### Cells by drive strength, run 1

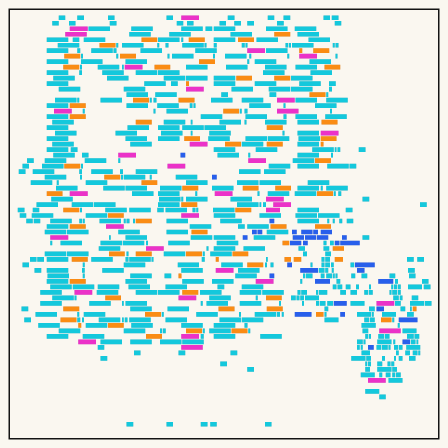
### Placed standard cells, run 1

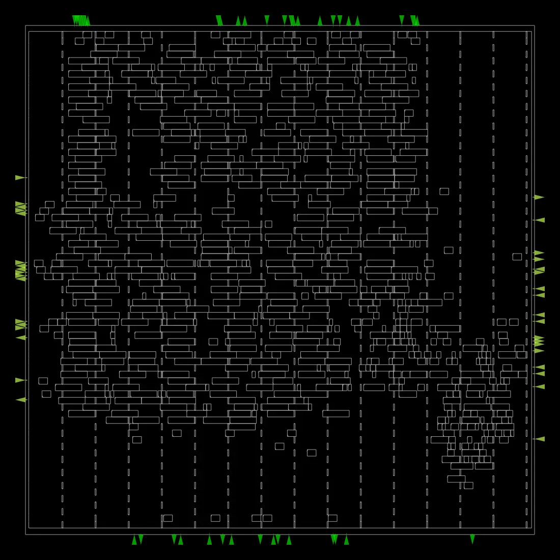
### Placement density heat map, run 1

21 x 21 tiles, from white (low) to dark blue (high), 0 to 100% covered.
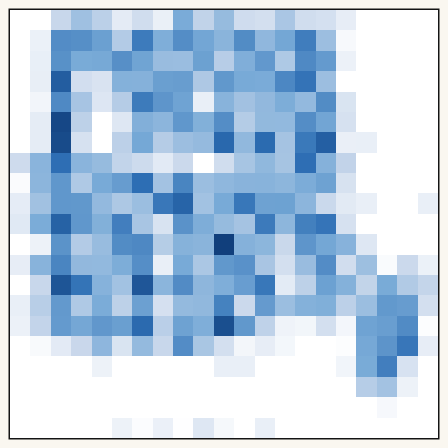
[src/rtl/risc_pkg.sv]
// risc_pkg: shared types and defaults for the return-address stack and halt controller
package risc_pkg;
  localparam int DEFAULT_AW = 32;
  typedef enum logic [1:0] {RUN, DRAIN, STOPPED} halt_state_t;
  typedef enum logic [1:0] {
    ERR_NONE = 2'd0,
    ERR_OVF  = 2'd1,
    ERR_UDF  = 2'd2,
    ERR_TMO  = 2'd3
  } err_code_t;
endpackage

[src/rtl/ras_lifo.sv]
// ras_lifo: return-address LIFO with push/pop/replace rules and overflow/underflow strobes
// Ports: clk, rst (sync, active high); en gates all ops; push/pop/push_addr request;
//        top = entry below sp (0 when empty); empty/full decode sp; ovf/udf flag rejected ops.
module ras_lifo #(
  parameter int DEPTH = 8,
  parameter int AW = 32
) (
  input  logic          clk,
  input  logic          rst,
  input  logic          en,
  input  logic          push,
  input  logic          pop,
  input  logic [AW-1:0] push_addr,
  output logic [AW-1:0] top,
  output logic          empty,
  output logic          full,
  output logic          ovf,
  output logic          udf
);
  localparam int SW = $clog2(DEPTH + 1);
  localparam int IW = $clog2(DEPTH);
  logic [AW-1:0] mem [DEPTH];
  logic [SW-1:0] sp, tp;
  logic wr_rep, wr_new, dec;
  always_comb begin
    tp = sp - SW'(1);
    empty = sp == '0;
    full = sp == SW'(DEPTH);
    ovf = en & push & ~pop & full;
    udf = en & pop & empty;
    wr_rep = en & push & pop & ~empty;
    wr_new = en & push & ~pop & ~full;
    dec = en & pop & ~push & ~empty;
    top = empty ? '0 : mem[tp[IW-1:0]];
  end
  always_ff @(posedge clk) begin
    if (rst) sp <= '0;
    else if (wr_new) sp <= sp + SW'(1);
    else if (dec) sp <= tp;
  end
  // contents are deliberately not reset; sp alone defines what is valid
  always_ff @(posedge clk) begin
    if (wr_rep) mem[tp[IW-1:0]] <= push_addr;
    else if (wr_new) mem[sp[IW-1:0]] <= push_addr;
  end
endmodule

[src/rtl/call_stack_halt.sv]
// call_stack_halt: return-address stack plus RUN/DRAIN/STOPPED shutdown sequencer
// Ports: sysClk, reset (sync, active high); pushEn/pushAddr/popEn stack ops; topAddr top entry;
//        haltReq, pipeIdle drain control; isStackEmpty/isStackFull occupancy;
//        stopSignal registered stop flag; errCode sticky stop cause.
module call_stack_halt import risc_pkg::*; #(
  parameter int DEPTH = 8,
  parameter int AW = DEFAULT_AW,
  parameter int DRAIN_MAX = 16
) (
  input  logic          sysClk,
  input  logic          reset,
  input  logic          pushEn,
  input  logic [AW-1:0] pushAddr,
  input  logic          popEn,
  output logic [AW-1:0] topAddr,
  input  logic          haltReq,
  input  logic          pipeIdle,
  output logic          isStackEmpty,
  output logic          isStackFull,
  output logic          stopSignal,
  output logic [1:0]    errCode
);
  halt_state_t state, state_n;
  err_code_t err, err_n;
  logic [7:0] cnt, cnt_n;
  logic ovf, udf, ops_en;
  assign ops_en = state != STOPPED;
  assign errCode = err;
  ras_lifo #(.DEPTH(DEPTH), .AW(AW)) u_lifo (
    .clk(sysClk),
    .rst(reset),
    .en(ops_en),
    .push(pushEn),
    .pop(popEn),
    .push_addr(pushAddr),
    .top(topAddr),
    .empty(isStackEmpty),
    .full(isStackFull),
    .ovf(ovf),
    .udf(udf)
  );
  always_comb begin
    state_n = state;
    err_n = err;
    cnt_n = cnt;
    case (state)
      RUN: begin
        if (ovf || udf) begin
          state_n = STOPPED;
          err_n = ovf ? ERR_OVF : ERR_UDF;
        end else if (haltReq) begin
          state_n = DRAIN;
          cnt_n = '0;
        end
      end
      DRAIN: begin
        if (ovf || udf) begin
          state_n = STOPPED;
          err_n = ovf ? ERR_OVF : ERR_UDF;
        end else if (pipeIdle) begin
          state_n = STOPPED;
          err_n = ERR_NONE;
        end else if (cnt == 8'(DRAIN_MAX - 1)) begin
          state_n = STOPPED;
          err_n = ERR_TMO;
        end else cnt_n = cnt + 8'd1;
      end
      default: state_n = state;
    endcase
  end
  // stopSignal is its own flop so it only moves on rising edges
  always_ff @(posedge sysClk) begin
    if (reset) begin
      state <= RUN;
      err <= ERR_NONE;
      cnt <= '0;
      stopSignal <= 1'b0;
    end else begin
      state <= state_n;
      err <= err_n;
      cnt <= cnt_n;
      stopSignal <= state_n == STOPPED;
    end
  end
endmodule

[config.mk]
export PLATFORM = sky130hd
export DESIGN_NAME = call_stack_halt
export DESIGN_NICKNAME = d
export VERILOG_FILES = /design/src/rtl/risc_pkg.sv /design/src/rtl/ras_lifo.sv /design/src/rtl/call_stack_halt.sv
export SDC_FILE = /design/constraint.sdc
export NUM_CORES = 1
export LEC_CHECK = 0
export CORE_UTILIZATION = 25
export DETAILED_ROUTE_END_ITERATION = 7
export MAX_ROUTING_LAYER = met4
export PLACE_DENSITY = 0.46
export SYNTH_ARGS = -nofsm -noshare
export SYNTH_HDL_FRONTEND = slang
export SYNTH_SLANG_ARGS = --single-unit
[constraint.sdc]
create_clock -name sysClk -period 16 [get_ports sysClk]
set_clock_uncertainty 0.1 [all_clocks]
set_input_delay 4.8 -clock sysClk [delete_from_list [all_inputs] [get_ports sysClk]]
set_output_delay 4.8 -clock sysClk [all_outputs]
set_load 0.01 [all_outputs]
==> run summary, run 1 <==
Physical implementation status

The effective utilization at floorplan stands at 0.255. IR analysis of the VDD net gives a maximum drop of around 0.07 mV. In this run the critical register-to-register path is launched from u_lifo.sp[0]. The global router reports that the layer with the highest usage is met2. The most common logic cell in the final layout is sky130_fd_sc_hd__edfxtp_1.

The number of nets with antenna violations after routing stands at 0. The number of nets in the synthesized netlist is 643. The first detailed-routing pass took 4 iterations. The number of unique standard cell types used by synthesis stands at slightly below 60. After layout, the minimum clock period comes to about 8.8 ns. The met2 track demand over resource in global routing stands at 0.180. The first-pass GRT wire length stands at ~38000 microns. The number of synthesis warnings stands at 0. The overall global routing resource usage stands at 0.117.

The critical path in this run is classified as register to output pin. The pin closest to its max-slew limit shows a slew of between 1 and 1.5 ns. The run finished with clean final reports. For the final routed database, the setup TNS stands at 0 ns. Signal nets in the final route climb as high as met4. At the end of the flow, the number of nets in the layout was just over 700. The final estimated routing congestion in global placement stands at 0.702. The die covers about 45000 sq um. For this run, the register share of the synthesized area comes to 0.729. The detailed-route via count stands at 5765. The final HPWL from detailed placement stands at between 10000 and 15000 microns. The top cell types in the final layout, fill and taps aside, are 256 x sky130_fd_sc_hd__edfxtp_1, 74 x sky130_fd_sc_hd__clkdlybuf4s50_1, 70 x sky130_fd_sc_hd__nand2_1. The width of the die stands at around 210 microns. The clock edge transition at the registers on the reported setup and hold paths stands at roughly 0.060 ns. The area share of the largest cell type after synthesis stands at 0.698. As logged by OpenROAD, the buffers inserted on ports number approximately 74.

The power density over the cells stands at between 100 and 150 nW/um^2. The final critical-path share of the clock period stands at 0.553. Summing all multiplexer cells gives an area fraction of 0.137.

The number of H-tree branching levels stands at 1. The required time at the endpoint of the critical path stands at 11.10 ns. The chip area line of the yosys report stands at ~11000 sq um. The global-route track usage on met3 stands at 0.0228. For the worst min-delay path, the startpoint reported by OpenROAD is cnt[3].

STA reports the tightest min-delay check as being of type register to register. For this run, asynchronously set or reset flops after synthesis account for 0. Among cell families on the critical path, the largest total delay comes from buffers and inverters. Checking max transition, the worst relative margin is 0.310. The average vias per placed instance stands at around 4.5.

The top-level port count stands at between 70 and 80. The total detailed-routing wirelength stands at 25300 microns. The maximum achievable frequency stands at around 110 MHz.

Once layout is done, the placed cells without fillers occupy around 13000 sq um. The cell count after synthesis came out at 602. The area of placed instances stands at between 10000 and 15000 sq um.

Per STA, the worst path is made up of inv_1 > ha_4 > buf_4 > mux4_2 > nand2_1 > a21oi_1 > clkdlybuf4s50_1. The number of cells on the worst hold path is listed as 2. Setup repair after global routing left no endpoint under its margin. The worst setup path is captured at an output pin.

The data arrival time of the worst path stands at ~3.9 ns. From the final report, the count of setup violators was given as 0. On the critical path, the stage with the largest delay is an instance of sky130_fd_sc_hd__dfxtp_4. The total of hold buffers inserted after clock tree synthesis stands at 0.

Hold-check failures listed in the final report amount to 0. The script parses the final routing iteration and logs DRC violations as 0. Summing every instance area after synthesis gives roughly 11000 sq um. The post-placement cell count stands at around 1200. The number of global-route vias before repair was slightly below 6000. The share of final-layout standard cells stronger than drive strength 1 stands at 0.204. Per the CTS log, the buffer count on the longest clock path is 3. The number of antenna violations at the first check in global routing stands at 2. The area added between synthesis and finish stands at 22.4%. The number of inserted filler cells in the final layout stands at 4238. The post-synth count of flops with an enable pin is 256.

Per the detail_route log, met3 wirelength is 1130 microns. The share of synthesized cell area in and-or and or-and compound cells stands at 0.0500. The non-filler instance count after layout stands at 1293. Entering global routing, the biggest net connects between 40 and 50 pins. The tool warning count stands at 27. The CTS sink count stands at 273.

The leakage power stands at between 4 and 5 nW. In the global route stage, met1 resource usage came out at 0.160. Sorting the synthesized cells by area gives the leading types as sky130_fd_sc_hd__edfxtp_1 70%, sky130_fd_sc_hd__mux4_2 13%, sky130_fd_sc_hd__dfxtp_1 3.1%. The cell type that accounts for the most area after synthesis is sky130_fd_sc_hd__edfxtp_1. The routed wire length per instance stands at 19.6 microns. Of the total synthesized cell area, the portion taken by AND, OR, NAND and NOR gates is 0.0587. Wire segments on met2 add up to about 12000 microns in the final route. Logic depth along the worst register-to-register path is recorded as 8. The total of cells resized after clock tree synthesis stands at 0. For the worst-skew pair, the clock arrives at the later sink with an insertion delay of about 0.55 ns. The highest cell delay on the worst timing path stands at approximately 0.63 ns. The post-synthesis share of cell area spent on full adders, half adders and majority gates stands at 0.00341. Synthesis inferred 273 register bits. TritonCTS built the clock tree.

The register-to-register setup slack stands at between 10 and 15 ns. For this run, the leading register cell type out of synthesis is sky130_fd_sc_hd__edfxtp_1. Detailed-route iteration 0 reported a violation count of roughly 380. The worst hold slack stands at between 0.4 and 0.5 ns.

Summed over all layers, the global routing overflow is 0. The synthesized area divided by synthesized cell count stands at 18.3 sq um. The combined buffer and inverter count along the critical path stands at 3.

The number of pins exceeding their max-slew limit in the final report stands at 0. The tree is rooted in a sky130_fd_sc_hd__clkbuf_16. In the final routing, the length of wire on met1 measures between 10000 and 15000 microns. The number of gates on the worst path with buffers counted stands at 7. In this run the maximum-capacitance check reported violations numbering 0.

The final power report lists total power as ~1.9 mW. The yosys stat cell total stands at 602. The worst setup path is launched from a register.

Along the worst path, the maximum fanout reaches 38. The synthesis run identifies the leading combinational cell family as multiplexers. Per the TritonCTS log, the buffer count is 29. Per the repair_timing log after CTS, setup buffers inserted total 0. The worst register-to-register path ends at u_lifo.mem[0][1].

The endpoint of the worst hold path is reported as cnt[3]. The area share of xor/xnor cells in the synthesized design stands at 0.00159. The die is 212 microns tall.
About 'Cells by drive strength':
Key: _3 and _4 cells = blue [cells 32, most used buf_4]; _0 and _1 cells = cyan [cells 562, most used edfxtp_1]; _6 and larger = magenta [cells 34, most used clkbuf_16]; _2 cells = orange [cells 78, most used mux4_2]

About 'Placed standard cells':
number of placement rows: 76
core region area: 43300 sq um

About 'Placement density heat map':
3.2% of the tiles are over 75% full. The fullest tile reaches 94%. 30% of the tiles are nearly empty. The mean over all tiles is 28%.

==> run 1: state kept, by name, indices dropped and copies added, names as in the netlist <==
name        cells
cnt             8
stopSignal      1
state           2
u_lifo.sp       4
u_lifo.mem    256
errCode         2
==> run 1: synth_stat cells, types with 2 or more instances <==
master and instances:
sky130_fd_sc_hd__edfxtp_1 256, sky130_fd_sc_hd__nand2_1 70, sky130_fd_sc_hd__mux4_2 64, sky130_fd_sc_hd__a21oi_1 40, sky130_fd_sc_hd__clkbuf_1 24, sky130_fd_sc_hd__dfxtp_1 17, sky130_fd_sc_hd__inv_1 13, sky130_fd_sc_hd__nor3_1 11
sky130_fd_sc_hd__buf_2 9, sky130_fd_sc_hd__nand3_1 6, sky130_fd_sc_hd__nor2_1 6, sky130_fd_sc_hd__o211ai_1 6, sky130_fd_sc_hd__a2111oi_0 4, sky130_fd_sc_hd__mux2i_1 4, sky130_fd_sc_hd__o21ai_0 4, sky130_fd_sc_hd__o31ai_1 4
sky130_fd_sc_hd__buf_6 3, sky130_fd_sc_hd__ha_1 3, sky130_fd_sc_hd__nand4_1 3, sky130_fd_sc_hd__nor2b_1 3, sky130_fd_sc_hd__nor4_1 3, sky130_fd_sc_hd__or4_1 3, sky130_fd_sc_hd__a211oi_1 2, sky130_fd_sc_hd__a32oi_1 2
sky130_fd_sc_hd__buf_4 2, sky130_fd_sc_hd__mux2_2 2, sky130_fd_sc_hd__nand2b_1 2, sky130_fd_sc_hd__nor3_2 2, sky130_fd_sc_hd__o21a_1 2, sky130_fd_sc_hd__o32ai_1 2, sky130_fd_sc_hd__o41ai_1 2
==> run 1: logic make-up (layout without fill, tap and decap cells) <==
kind of cell	after synthesis	in the layout
other	0	2
flip-flops	273	273
adder cells (fa/ha/maj)	3	3
multiplexers	70	70
XOR/XNOR	2	2
AND/OR/NAND/NOR	123	123
AND-OR/OR-AND	80	80
buffers and inverters	51	155
==> run 1: worst max path at each step <==
stage | start | to | slack (ns)
after floorplan | pushEn | u_lifo.mem[1][0] | 7.47
after global placement | u_lifo.sp[0] | topAddr[1] | 7.64
after detailed placement | u_lifo.sp[0] | topAddr[1] | 7.64
after CTS | u_lifo.sp[0] | topAddr[1] | 7.05
after global routing | u_lifo.sp[0] | topAddr[1] | 6.90
final | u_lifo.sp[0] | topAddr[1] | 7.16
==> run 1: stage by stage <==
step,worst slack [ns],utilization
floorplan,7.47,-
global placement,7.64,0.289
detailed placement,7.64,0.289
CTS,7.05,0.311
global route,6.90,0.312
finish,7.16,0.312
==> run 1: area by class of cell <==
| class | count | area (sq um) | share of cell area |
|---|---|---|---|
| Tap cell | 585 | 732 | 0.0543 |
| Clock inverter | 24 | 224 | 0.0166 |
| Multi-Input combinational cell | 278 | 2860 | 0.212 |
| Sequential cell | 273 | 8030 | 0.596 |
| Antenna cell | 2 | 5.00 | 0.000371 |
| Clock buffer | 30 | 729 | 0.0541 |
| Inverter | 13 | 48.8 | 0.00362 |
| Timing Repair Buffer | 88 | 846 | 0.0627 |
==> run 1: where the power goes <==
group          total [mW]  internal, mW  switching, mW
clock               0.669         0.395          0.275
combinational       0.370         0.159          0.211
sequential          0.837         0.821         0.0162
### Ports around the boundary, run 1

Scale bar: 50 microns. Pins as bars across the die edge, other pins in gray.
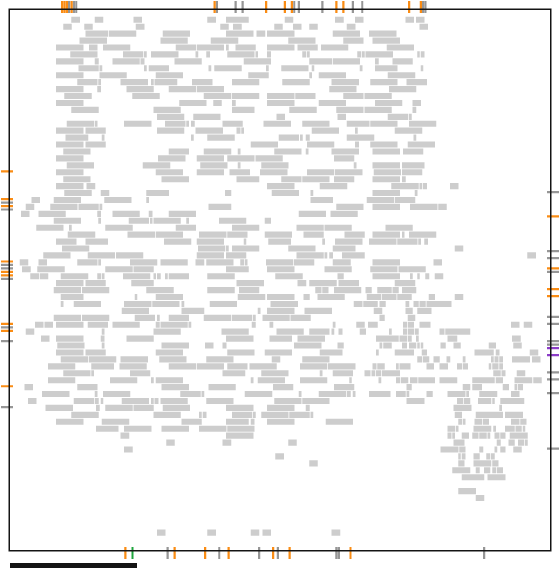

## Run 2: what changed since run 1
clock period = 9.2 ns   (was 16 ns; I/O delays follow)
### Ports around the boundary, run 2

Scale bar: 50 microns. Pins as bars across the die edge, other pins in gray.
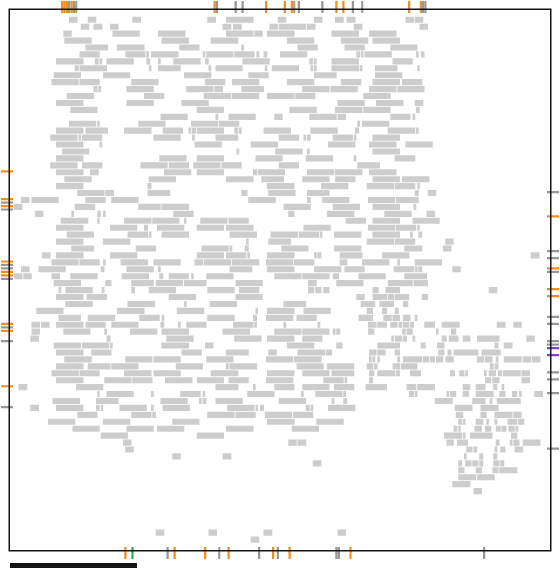
Key: `errCode` = purple [pins 2, direction output, edge east]; `isStackEmpty` = green [pins 1, direction output, edge south]; `pushAddr` = orange [pins 32, direction input, edge 12 north, 9 west, 7 south, 4 east]

==> run 2 against run 1 <==
Net effect: combinational power rose by 75%; cell count did not move; clock power rose by 72%; synthesized cell count did not move; utilization barely moved; critical endpoint unchanged; largest power group unchanged.
==> run summary, run 2 <==
Physical implementation status

Counting only logic cells after layout, the most numerous master is sky130_fd_sc_hd__edfxtp_1. The area of the die stands at around 45000 sq um. For this design, the sink count on the clock tree is 273. Ranked by total cell area, the synthesized netlist is headed by sky130_fd_sc_hd__edfxtp_1 70%, sky130_fd_sc_hd__mux4_2 13%, sky130_fd_sc_hd__dfxtp_1 3.1%. The placed instances occupy a cell area of around 13000 sq um. The number of failing setup endpoints in the final timing report stands at 0. Each instance of the synthesized netlist takes up on average between 15 and 20 sq um. The number of nets with antenna violations after routing stands at 0. The count of flip-flops with a built-in enable after synthesis stands at 256. Dividing the detail-routed wire length by the instance count gives 19.7 microns.

The commonest cells after synthesis are 256 x sky130_fd_sc_hd__edfxtp_1, 70 x sky130_fd_sc_hd__nand2_1, 64 x sky130_fd_sc_hd__mux4_2. The peak supply drop stands at 0.101 mV. Hold analysis shows the worst path with a depth of 2. The area added between synthesis and finish stands at 22.2%.

Per the OpenROAD floorplan log, the width of the die is 212 microns. At the pin with the least slew margin, the transition time is around 1.1 ns. For reference, the most critical setup path is categorized as register to output pin.

The number of H-tree branching levels stands at 1. The number of synthesis warnings stands at 0. The count of input and output buffers stands at about 74. TritonCTS built the clock tree. The tightest min-delay check is of the register to register type.

The clock edge transition at the registers on the reported setup and hold paths stands at around 0.060 ns. The final critical-path share of the clock period stands at 0.742. Counting every instance in the synthesized netlist gives between 600 and 700.

After detailed routing, the number of remaining DRC violations is 0. The post-route setup TNS stands at 0 ns. The die span in y stands at approximately 210 microns.

The worst setup path is captured at an output pin. Endpoints failing hold in the final report were tallied at 0. The number of nets in the final layout stands at 724. After clock tree synthesis, the setup repair step added 0 buffers. The yosys stat cell total stands at between 600 and 700. The register with the most flip-flops in the layout has 256 of them. Post-CTS repair ended up resizing 0 cells. Once routing completed, OpenROAD measured the worst setup slack at 2.38 ns. The data arrival time of the worst path stands at roughly 4.0 ns. Fill cells in the final layout number around 4200.

Entering global routing, the biggest net connects between 40 and 50 pins. Of the synthesized area, sequential elements account for 0.729. For the worst reg-to-reg path, the startpoint reported by OpenROAD is u_lifo.sp[0]. The maximum achievable frequency stands at around 150 MHz. The overall power consumption stands at 3.25 mW.

The layout summary lists the proportion of cells stronger than drive strength 1 as 0.204. Summing every instance area after synthesis gives approximately 11000 sq um. Wires add up to about 26000 microns.

Logged for this run, the post-placement worst setup slack is roughly 2.9 ns. The maximum buffer depth of the clock tree stands at 3. The number of global-route vias before repair came to 6060. The average vias per placed instance stands at approximately 4.5.

Max-cap violations in this run came to 0. In this run the worst path has a maximum fanout of 38. The register bit total from synthesis stands at 273.

The number of antenna violations at the first check in global routing is 2. The worst setup path is launched from a register. In the hold report, the worst path ends at cnt[3].

The count of standard-cell rows stands at between 70 and 80. The detailed-route via count stands at approximately 5800. According to the dpl log, the detail-placed design has an HPWL of 14000 microns. The final critical delay including setup and external delays stands at just under 7 ns. Leaving out fill and tap cells, the most frequent cells in the layout are 256 x sky130_fd_sc_hd__edfxtp_1, 74 x sky130_fd_sc_hd__clkdlybuf4s50_1, 70 x sky130_fd_sc_hd__nand2_1.

The tool warning count for the run is 27. Hold repair after CTS inserted 0 buffers. The initial utilization of the core area, before any placement, comes to 0.255. The chip area line in the Yosys stat output reads approximately 11000 sq um.

The net count after synthesis stands at ~640. The source-to-sink clock delay at the later pin of the worst-skew pair stands at ~0.57 ns. The core outline area stands at approximately 43000 sq um. The number of buffers created by CTS stands at 29. approximately 75 I/O pins were placed. The worst register-to-register path ends at u_lifo.mem[0][1]. The first global-routing pass estimated 38700 microns of wire. According to the report, the first pass of detailed routing completed in 6 iterations. The overall global routing resource usage stands at 0.121. The area share of the largest cell type after synthesis stands at 0.698. The final timing report lists a max-slew violation count of 0. For the worst min-delay path, the startpoint reported by OpenROAD is cnt[3]. Setup repair after global routing left no endpoint under its margin. The headroom to the max-slew limit stands at 0.244.

The power density over the cells stands at ~240 nW/um^2. Per the CTS log, the root buffer master is sky130_fd_sc_hd__clkbuf_16. The share of async-settable or async-resettable flops after synthesis stands at 0. The run finished with clean final reports. The number of DRC markers after the initial detailed-route iteration stands at roughly 330.

The synthesis stats list as the most numerous cell sky130_fd_sc_hd__edfxtp_1. Routability-driven placement finished with a final weighted congestion of between 0.7 and 0.8. Synthesis instantiated roughly 60 different standard cells from the library. The post-route cell area stands at between 10000 and 15000 sq um. In this run the static leakage power is about 4 nW. The global route stage reports its total congestion overflow as 0.

Among all flip-flop cells after synthesis, the most frequent one is sky130_fd_sc_hd__edfxtp_1. At the worst endpoint, the required time is 6.34 ns. The biggest area contributor in the post-synthesis netlist is sky130_fd_sc_hd__edfxtp_1. The register-to-register setup slack stands at between 5 and 6 ns.

The count of cells along the worst register-to-register path stands at 8.
==> run 2: cell count changes in the layout (fill, tap and decap cells not counted), sizes merged <==
cell / before / now
bufinv: 4 / 3
clkbuf: 30 / 35
clkinv: 19 / 13
clkinvlp: 0 / 1
inv: 14 / 15
==> run 2: critical path, stage by stage (launching register included) <==
cell and delay (ns):
sky130_fd_sc_hd__dfxtp_4 0.64, sky130_fd_sc_hd__inv_1 0.19, sky130_fd_sc_hd__ha_4 0.62, sky130_fd_sc_hd__buf_4 0.60, sky130_fd_sc_hd__mux4_2 0.31, sky130_fd_sc_hd__nand2_1 0.06, sky130_fd_sc_hd__a21oi_1 0.33, sky130_fd_sc_hd__clkdlybuf4s50_1 0.60
==> run 2: area by class of cell <==
| cell class | instances | area (sq um) | area share |
|---|---|---|---|
| timing repair buffer | 88 | 846 | 0.0628 |
| tap | 585 | 732 | 0.0544 |
| multi-input combinational | 278 | 2860 | 0.213 |
| antenna | 2 | 5.00 | 0.000372 |
| clock inverter | 19 | 186 | 0.0139 |
| clock buffer | 35 | 748 | 0.0556 |
| inverter | 13 | 48.8 | 0.00363 |
| sequential | 273 | 8030 | 0.597 |
==> run 2: metrics by stage <==
| step | cells | utilization | hold slack, ns |
|---|---|---|---|
| finish | 1293 | 0.311 | 0.402 |
| global route | 1293 | 0.311 | 0.433 |
| CTS | 1291 | 0.311 | 0.406 |
| detailed placement | 1237 | 0.289 | 0.398 |
| global placement | 1237 | 0.289 | 0.387 |
| floorplan | 602 | - | 0.366 |
==> run 2: how the worst max path moves through the flow <==
stage                      start               end  slack [ns]  depth (start not counted)
global placement    u_lifo.sp[0]        topAddr[1]        2.86                          7
CTS                 u_lifo.sp[0]        topAddr[1]        2.24                          7
finish              u_lifo.sp[0]        topAddr[1]        2.38                          7
detailed placement  u_lifo.sp[0]        topAddr[1]        2.86                          7
floorplan                 pushEn  u_lifo.mem[1][0]        2.71                          5
global route        u_lifo.sp[0]        topAddr[1]        2.08                          7
==> run 2: cell families (layout without fill, tap and decap cells) <==
logic type,after synthesis,count (layout),synth area share
compound gates,80,80,0.0500
xor+xnor,2,2,0.00159
fa+ha+maj,3,3,0.00341
buf+inv,51,155,0.0211
flops,273,273,0.729
mux,70,70,0.137
other cells,0,2,0
simple gates,123,123,0.0587
==> run 2: routing by layer <==
metal  vias up  wire length [microns]  track usage
met5         -                      0            -
met4         0                    504       0.0300
met3        40                   1130       0.0260
met2       109                  11500        0.181
met1      3009                  12400        0.166
li1       2611                      -            -
==> run 2: where the power goes <==
group	total [mW]	internal, mW	leakage [nW]	switching, mW
logic	0.646	0.278	1.17	0.369
clock network	1.15	0.666	0.456	0.485
registers	1.46	1.43	2.45	0.0283
total	3.25	2.37	4.07	0.882
### Cells by drive strength, run 2

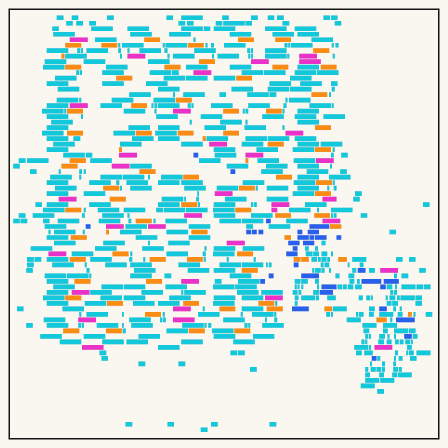

## Run 3: what changed since run 2
PLACE_DENSITY = 0.48   (was 0.46)
clock period = 6.23 ns   (was 9.2 ns; I/O delays follow)
### Cells by drive strength, run 3

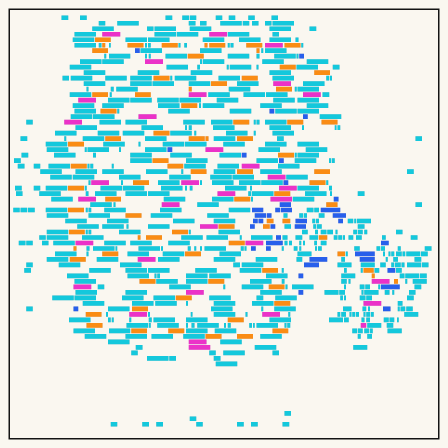
Key: _2 cells = orange [cells 80, most used mux4_2]; _6 and larger = magenta [cells 33, most used clkbuf_16]; _3 and _4 cells = blue [cells 39, most used buf_4]; _0 and _1 cells = cyan [cells 559, most used edfxtp_1]

==> run 3 against run 2 <==
Net effect: register-to-register slack lost 2.2 ns; final area grew 0.15%; non-clock buffer count grew 3; wire length shrank 2.3%; worst hold slack gained 0.0035 ns; area after synthesis is the same; flip-flop count is the same; utilization is essentially flat; critical path type unchanged; sequential power grew 47%; critical path depth shrank 1; die size is the same; count of clock-buffer cells in the layout shrank 3.
==> run summary, run 3 <==
Physical implementation status

The worst VDD IR drop from the latest analysis is about 0.17 mV. On the critical path, the stage with the largest delay is an instance of sky130_fd_sc_hd__buf_4. In this run, synthesis produced a sequential element count of between 200 and 300.

The later pin in the worst-skew pair is clocked with a latency of 0.54 ns. The count of input and output buffers stands at between 70 and 80. STA classifies the critical path endpoint as an output pin. The overall global routing resource usage stands at 0.116. In this run, the synthesized area fraction spent on adder and majority cells is recorded as 0.00341. The number of buffers created by CTS stands at 30.

For this design, the CTS-stage hold fixing added 0 buffers. The area share of the largest cell type after synthesis stands at 0.698. The mapped netlist covers around 11000 sq um. The internal power of the cells totals between 3 and 4 mW.

The share of the Yosys chip area taken by registers is 0.729. The number of synthesis warnings stands at 0. Across the run, the number of max-cap violations was 0. After layout, the minimum clock period comes to around 5.5 ns. Setup repair after global routing left no endpoint under its margin.

In this run the tightest slew margin relative to its limit is 0.417. Of the total power, the share spent switching nets is 0.275. The routed layout has between 5000 and 6000 vias. The share of the core area taken by cells at floorplan is 0.255. The type recorded for the worst min-delay path is register to register. The final timing report counts setup violations totalling 0. On the critical path the data arrives at roughly 3.5 ns. Synthesis instantiated 59 different standard cells from the library. The maximum fanout along the worst path stands at 37. The share of total power dissipated in sequential elements is 0.449. TritonRoute output was used to compute an average wire per cell of 19.2 microns. The number of setup buffers added after CTS stands at 0. The area of the die stands at ~45000 sq um. The number of flip-flops in the largest register stands at 256. The total of cells resized after clock tree synthesis stands at 0.

Yosys shows that the main logic family after synthesis is multiplexers. Per STA, the worst path is made up of buf_4 > buf_4 > mux4_2 > nand2_1 > a21oi_1 > clkdlybuf4s50_1. The worst-margin pin slew stands at approximately 0.87 ns. After routing, the total negative slack on setup checks comes to 0 ns.

The leakage power stands at a little over 4 nW. Following the worst setup path forward leads to its endpoint at topAddr[31]. The residual overflow from global routing stands at 0.

In this run the critical register-to-register path is launched from u_lifo.sp[0]. The analysis attributes to net switching a power of between 1 and 1.5 mW. The width of the die stands at 212 microns. The power density over the cells stands at about 350 nW/um^2. The count of cells along the worst register-to-register path stands at 6. The top-level port count stands at 75. The highest cell delay on the worst timing path stands at roughly 0.68 ns. The total detailed-routing wirelength stands at 24900 microns. The DRC violation count after routing stands at 0. The completed layout was analyzed and its total power is between 4 and 5 mW. The most common logic cell in the final layout is sky130_fd_sc_hd__edfxtp_1.

For reference, the final report shows the max-slew violation count at 0. The number of global-route vias before repair stands at a little under 6000. In this run the vertical extent of the chip is ~210 microns.

The main area contributors are sky130_fd_sc_hd__edfxtp_1 70%, sky130_fd_sc_hd__mux4_2 13%, sky130_fd_sc_hd__dfxtp_1 3.1%. The portion of netlist area occupied by mux cells stands at 0.137. The number of antenna violations at the first check in global routing came to 1. The library cells used most frequently in the layout, excluding fill and tap cells, are 256 x sky130_fd_sc_hd__edfxtp_1, 74 x sky130_fd_sc_hd__clkdlybuf4s50_1, 70 x sky130_fd_sc_hd__nand2_1.

The clock network power share stands at 0.348. Per the CTS log, the buffer count on the longest clock path is 3. The chip area line of the yosys report stands at between 10000 and 15000 sq um. The share of synthesized cell area in and-or and or-and compound cells stands at 0.0500. The core outline area stands at roughly 43000 sq um.

The synthesized netlist handed to floorplanning was reported with a cell count of approximately 600. The endpoint identified for the worst register-to-register timing path is u_lifo.mem[2][6]. According to the timing report, the critical path is launched from u_lifo.sp[0]. The final timing summary puts the cycle share of the worst path at 0.879.

In the final report, the number of hold violations comes to 0. Counting instances in the post-synthesis netlist gives the leading cell types as 256 x sky130_fd_sc_hd__edfxtp_1, 70 x sky130_fd_sc_hd__nand2_1, 64 x sky130_fd_sc_hd__mux4_2. The first-pass GRT wire length stands at ~38000 microns. The flow ran to the end, and the final reports show no timing, DRC or antenna violations.
## run 3: cell types whose count changed in the layout (fill, tap and decap cells not counted), moves of 2 or more
cell,previous run,this run
sky130_fd_sc_hd__buf_4,14,17
sky130_fd_sc_hd__bufinv_16,3,1
sky130_fd_sc_hd__clkbuf_1,6,2
sky130_fd_sc_hd__clkinv_2,5,7
sky130_fd_sc_hd__clkinvlp_4,1,5
## run 3: cell type report
| cell class | count | area (sq um) |
|---|---|---|
| antenna | 1 | 2.50 |
| inverter | 13 | 48.8 |
| clock inverter | 24 | 176 |
| tap | 585 | 732 |
| clock buffer | 32 | 758 |
| multi-input combinational | 278 | 2860 |
| timing repair buffer | 91 | 868 |
| fill | 4195 | 29800 |
| sequential | 273 | 8030 |
## run 3: metal layers
| layer | up-vias | global-route usage | share of wire |
|---|---|---|---|
| met4 | 0 | 0.0285 | 0.017 |
| met2 | 129 | 0.179 | 0.47 |
| met1 | 2988 | 0.159 | 0.46 |
| met3 | 34 | 0.0208 | 0.053 |
| met5 | - | - | 0 |
| li1 | 2611 | - | - |
## run 3: worst register-to-register path, delay by kind of cell, from the launching register on
| kind | cells | cell delay [ns] |
|---|---|---|
| buffers and inverters | 3 | 1.62 |
| AND-OR/OR-AND | 2 | 0.81 |
| flip-flops | 1 | 0.34 |
| AND/OR/NAND/NOR | 1 | 0.19 |
## run 3: worst min path at each step
stage / end / slack, ns / cells past startpoint
global placement: cnt[3] / 0.38 / 2
global route: cnt[7] / 0.45 / 2
detailed placement: cnt[3] / 0.40 / 2
finish: cnt[3] / 0.41 / 2
CTS: cnt[3] / 0.41 / 2
floorplan: cnt[3] / 0.37 / 2
## run 3: per-stage QoR
step	cell area [sq um]	instances	hold slack, ns	setup WS [ns]
2_1_floorplan	11000	602	0.366	0.633
3_3_place_gp	12500	1240	0.384	1.13
3_5_place_dp	12500	1240	0.404	1.13
4_1_cts	13500	1296	0.413	0.551
5_1_grt	13500	1297	0.451	0.373
6_report	13500	1297	0.405	0.753
## run 3: power groups by stage
stage	Clock, mW	Combinational [mW]	Sequential, mW
after floorplan	0	0.575	2.17
after global placement	0	0.994	2.17
after detailed placement	0	0.995	2.18
after CTS	1.70	0.999	2.14
after global routing	1.78	1.06	2.14
final	1.65	0.967	2.14
## run 3: kinds of logic after synthesis
logic type,Yosys count
adder cells (fa/ha/maj),3
multiplexers,70
AND-OR/OR-AND,80
buffers and inverters,51
AND/OR/NAND/NOR,123
flip-flops,273
XOR/XNOR,2
Power and IR drop assume default switching activity.
